--- src/rtl/performance_counter_op_if.sv ---
// performance_counter_op_if: control and snapshot bundle between a NAND op source / software and its latency monitor
//   i_window   : successful ops per window, 0 keeps the window open forever
//   i_op_start : one-cycle pulse, op issued
//   i_op_end   : one-cycle pulse, op finished; i_op_fail qualifies it
//   i_cp_cmplt : software has copied the snapshot
//   o_lat_sum, o_req_cnt, o_lat_max, o_fail_cnt, o_drop_cnt, o_sat : window statistics
//   o_ready    : snapshot frozen and valid
interface performance_counter_op_if #(
    parameter int CNT_WD = 32,
    parameter int SUM_WD = 32,
    parameter int REQ_WD = 10
);
    logic [REQ_WD-1:0] i_window;
    logic              i_op_start;
    logic              i_op_end;
    logic              i_op_fail;
    logic              i_cp_cmplt;
    logic [SUM_WD-1:0] o_lat_sum;
    logic [REQ_WD-1:0] o_req_cnt;
    logic [CNT_WD-1:0] o_lat_max;
    logic [REQ_WD-1:0] o_fail_cnt;
    logic [REQ_WD-1:0] o_drop_cnt;
    logic              o_sat;
    logic              o_ready;
    modport slave (
        input  i_window, i_op_start, i_op_end, i_op_fail, i_cp_cmplt,
        output o_lat_sum, o_req_cnt, o_lat_max, o_fail_cnt, o_drop_cnt, o_sat, o_ready
    );
    modport master (
        output i_window, i_op_start, i_op_end, i_op_fail, i_cp_cmplt,
        input  o_lat_sum, o_req_cnt, o_lat_max, o_fail_cnt, o_drop_cnt, o_sat, o_ready
    );
endinterface

--- src/rtl/performance_counter_op.sv ---
// performance_counter_op: per-operation NAND latency monitor with windowed, saturating statistics
//   i_bus_clk   : single clock domain
//   i_bus_rst_n : asynchronous active-low reset
//   bus         : slave side of performance_counter_op_if (op pulses and window control in, snapshot out)
module performance_counter_op #(
    parameter int CNT_WD = 32,
    parameter int SUM_WD = 32,
    parameter int REQ_WD = 10
) (
    input logic                     i_bus_clk,
    input logic                     i_bus_rst_n,
    performance_counter_op_if.slave bus
);
    typedef enum logic [1:0] {IDLE, COUNT, HOLD, CLEAR} state_t;
    localparam logic [CNT_WD-1:0] C_ONES = '1;
    state_t            state_q, state_d;
    logic              inflight_q, inflight_d;
    logic [CNT_WD-1:0] timer_q, timer_d;
    logic [CNT_WD-1:0] max_q, max_d;
    logic [SUM_WD-1:0] sum_q, sum_d;
    logic [REQ_WD-1:0] req_q, req_d;
    logic [REQ_WD-1:0] fail_q, fail_d;
    logic [REQ_WD-1:0] drop_q, drop_d;
    logic              sat_q, sat_d;
    logic [CNT_WD-1:0] lat;
    logic [SUM_WD:0]   sum_add;
    logic              valid_end, start_new, timer_hit, accept, dropped, ok, clr;

    function automatic logic [REQ_WD-1:0] inc_r(input logic [REQ_WD-1:0] v);
        return &v ? v : v + REQ_WD'(1);
    endfunction

    always_comb begin
        valid_end  = bus.i_op_end & inflight_q;
        // the end is resolved before the start, so a same-cycle end frees the slot for the new op
        start_new  = bus.i_op_start & (~inflight_q | bus.i_op_end);
        // saturating timer+1 doubles as this cycle's latency and the timer's next value
        lat        = (timer_q == C_ONES) ? timer_q : timer_q + CNT_WD'(1);
        timer_hit  = inflight_q & ~start_new & (timer_q == C_ONES - CNT_WD'(1));
        inflight_d = start_new | (inflight_q & ~bus.i_op_end);
        timer_d    = start_new ? '0 : inflight_q ? lat : timer_q;
        accept     = valid_end & (state_q == IDLE || state_q == COUNT);
        dropped    = valid_end & ~accept;
        ok         = accept & ~bus.i_op_fail;
        clr        = state_q == CLEAR;
        sum_add    = {1'b0, sum_q} + (SUM_WD+1)'(lat);
        sum_d      = clr ? '0 : ok ? (sum_add[SUM_WD] ? '1 : sum_add[SUM_WD-1:0]) : sum_q;
        req_d      = clr ? '0 : ok ? inc_r(req_q) : req_q;
        max_d      = clr ? '0 : (ok && lat > max_q) ? lat : max_q;
        fail_d     = clr ? '0 : (accept & bus.i_op_fail) ? inc_r(fail_q) : fail_q;
        // a drop landing in the CLEAR cycle survives the clear as a count of one
        drop_d     = clr ? REQ_WD'(dropped) : dropped ? inc_r(drop_q) : drop_q;
        sat_d      = ~clr & (sat_q | timer_hit | (&sum_d) | (&req_d) | (&max_d) | (&fail_d) | (&drop_d));
    end

    always_ff @(posedge i_bus_clk or negedge i_bus_rst_n) begin
        if (!i_bus_rst_n) begin
            state_q    <= IDLE;
            inflight_q <= 1'b0;
            timer_q    <= '0;
            sum_q      <= '0;
            req_q      <= '0;
            max_q      <= '0;
            fail_q     <= '0;
            drop_q     <= '0;
            sat_q      <= 1'b0;
        end else begin
            state_q    <= state_d;
            inflight_q <= inflight_d;
            timer_q    <= timer_d;
            sum_q      <= sum_d;
            req_q      <= req_d;
            max_q      <= max_d;
            fail_q     <= fail_d;
            drop_q     <= drop_d;
            sat_q      <= sat_d;
        end
    end

    always_comb begin
        case (state_q)
            IDLE:    state_d = (bus.i_op_start | valid_end) ? COUNT : IDLE;
            COUNT:   state_d = (bus.i_window != '0 && req_q >= bus.i_window) ? HOLD : COUNT;
            HOLD:    state_d = bus.i_cp_cmplt ? CLEAR : HOLD;
            default: state_d = IDLE;
        endcase
    end

    always_comb bus.o_ready = state_q == HOLD;

    assign bus.o_lat_sum  = sum_q;
    assign bus.o_req_cnt  = req_q;
    assign bus.o_lat_max  = max_q;
    assign bus.o_fail_cnt = fail_q;
    assign bus.o_drop_cnt = drop_q;
    assign bus.o_sat      = sat_q;
endmodule
--- src/flat_wrapper.sv ---
// flat-port wrapper written by rule: the top's interface ports become plain ports
module performance_counter_op_flat 
#(
    parameter int CNT_WD = 32,
    parameter int SUM_WD = 32,
    parameter int REQ_WD = 10
)
  (i_bus_clk, i_bus_rst_n, bus_i_window, bus_i_op_start, bus_i_op_end, bus_i_op_fail, bus_i_cp_cmplt, bus_o_lat_sum, bus_o_req_cnt, bus_o_lat_max, bus_o_fail_cnt, bus_o_drop_cnt, bus_o_sat, bus_o_ready);
  performance_counter_op_if #(.CNT_WD(CNT_WD), .SUM_WD(SUM_WD), .REQ_WD(REQ_WD)) bus_i ();
  input logic i_bus_clk;
  input logic i_bus_rst_n;
  input wire logic [$bits(bus_i.i_window)-1:0] bus_i_window;
  input wire logic [$bits(bus_i.i_op_start)-1:0] bus_i_op_start;
  input wire logic [$bits(bus_i.i_op_end)-1:0] bus_i_op_end;
  input wire logic [$bits(bus_i.i_op_fail)-1:0] bus_i_op_fail;
  input wire logic [$bits(bus_i.i_cp_cmplt)-1:0] bus_i_cp_cmplt;
  output wire logic [$bits(bus_i.o_lat_sum)-1:0] bus_o_lat_sum;
  output wire logic [$bits(bus_i.o_req_cnt)-1:0] bus_o_req_cnt;
  output wire logic [$bits(bus_i.o_lat_max)-1:0] bus_o_lat_max;
  output wire logic [$bits(bus_i.o_fail_cnt)-1:0] bus_o_fail_cnt;
  output wire logic [$bits(bus_i.o_drop_cnt)-1:0] bus_o_drop_cnt;
  output wire logic [$bits(bus_i.o_sat)-1:0] bus_o_sat;
  output wire logic [$bits(bus_i.o_ready)-1:0] bus_o_ready;
  assign bus_i.i_window = bus_i_window;
  assign bus_i.i_op_start = bus_i_op_start;
  assign bus_i.i_op_end = bus_i_op_end;
  assign bus_i.i_op_fail = bus_i_op_fail;
  assign bus_i.i_cp_cmplt = bus_i_cp_cmplt;
  assign bus_o_lat_sum = bus_i.o_lat_sum;
  assign bus_o_req_cnt = bus_i.o_req_cnt;
  assign bus_o_lat_max = bus_i.o_lat_max;
  assign bus_o_fail_cnt = bus_i.o_fail_cnt;
  assign bus_o_drop_cnt = bus_i.o_drop_cnt;
  assign bus_o_sat = bus_i.o_sat;
  assign bus_o_ready = bus_i.o_ready;
  performance_counter_op #(.CNT_WD(CNT_WD), .SUM_WD(SUM_WD), .REQ_WD(REQ_WD)) u_core (.i_bus_clk(i_bus_clk), .i_bus_rst_n(i_bus_rst_n), .bus(bus_i));
endmodule
--- config.mk ---
export PLATFORM = sky130hd
export DESIGN_NAME = performance_counter_op_flat
export DESIGN_NICKNAME = d
export VERILOG_FILES = /design/src/rtl/performance_counter_op_if.sv /design/src/rtl/performance_counter_op.sv /design/src/flat_wrapper.sv
export SDC_FILE = /design/constraint.sdc
export NUM_CORES = 1
export LEC_CHECK = 0
export CAP_MARGIN = 30
export CORE_AREA = 2 2 200 104
export CTS_BUF_LIST = sky130_fd_sc_hd__clkbuf_8 sky130_fd_sc_hd__clkbuf_16
export CTS_CLUSTER_SIZE = 30
export DETAILED_ROUTE_END_ITERATION = 12
export DIE_AREA = 0 0 202 106
export PLACE_DENSITY = 0.69
export SLEW_MARGIN = 20
export SYNTH_ARGS = -nofsm -noshare
export SYNTH_HDL_FRONTEND = slang
export SYNTH_SLANG_ARGS = --single-unit
--- constraint.sdc ---
create_clock -name i_bus_clk -period 5.85 [get_ports i_bus_clk]
set_input_delay 1.17 -clock i_bus_clk [delete_from_list [all_inputs] [get_ports i_bus_clk]]
set_output_delay 1.17 -clock i_bus_clk [all_outputs]
set_load 0.05 [all_outputs]
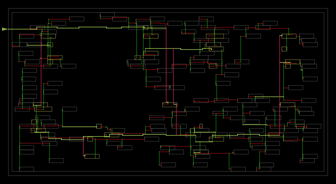
(clock nets)
# clk buffers: 19
clock buffer count from CTS: 17
Clk. pwr: 1120 uW
clk sink count: 130
clock latency at the later pin of the worst-skew pair: 0.45 ns

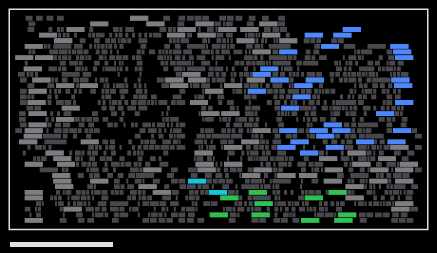
(sequential cells colored by netlist name)
The bar under the picture is 50 um long. Other sequential cells in the stronger gray, the rest of the logic in the fainter gray.
| netlist name | color | placed flops |
|---|---|---|
| `u_core.state_q` | cyan | 2 |
| `u_core.bus.o_drop_cnt` | green | 10 |
| `u_core.timer_q` | blue | 32 |
not colored: 86

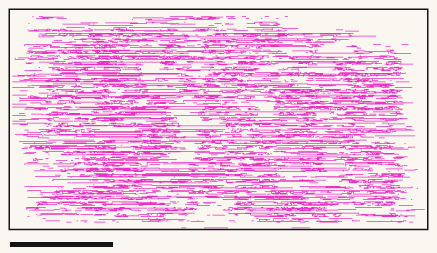
(signal wires on met1)
The bar under the picture is 50 um long.
longest straight run: 70.8 um
wire length on this layer: 17000 um
main direction: horizontal
share of all routed wire: 52%
nets with wire on the layer: 1252

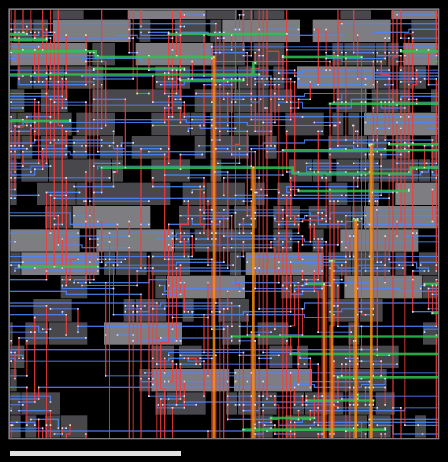
(a small window of the routed layout)
The bar under the picture is 20 um long. Window x 76 to 126, y 49 to 99 um. Cells in gray, sequential cells in the stronger gray; small squares are vias.
| layer | color |
|---|---|
| metal 2 | red |
| metal 1 | blue |
| metal 4 | orange |
| metal 3 | green |
netlist names of flops here include: `u_core.bus.o_lat_max` (12), `u_core.bus.o_lat_sum` (5), `u_core.timer_q` (3)
sequential cells in the window: 20
cells with their middle in the window: 172
most frequent: ha_1 (25), inv_1 (21), nor2_1 (21)

==> out/results.txt <==
top routing layer used: met4
Max Clock Freq: 0.191 GHz
met2 Use GR: 38.5%
shortest clock period the worst path allows after layout: 5.23 ns
Pre-antenna DRT Iters: 8
vias per inst: 6.27
dpl hpwl: 24.9 mm
buffer and inverter count on the worst path: 1
Final TNS setup: 0 ns
sequential power: 1420 uW
async set-or-reset flop fraction in the synthesized netlist: 100%
inserted tap cell count: 273
run status: finished, final reports clean
final global-route overflow total: 0
Total Power Consumption: 4970 uW
fraction of final layout cells with drive strength greater than 1: 8.80%
cell-internal power: 2590 uW
startpoint type of the worst setup path: flip-flop
Detailed Route Iter0 Violations: 1031
number of global-route vias before repair: 8425
net switching power of the design: 2370 uW
highest-utilization routing layer at the global route stage: met1
Power and IR drop assume default switching activity.
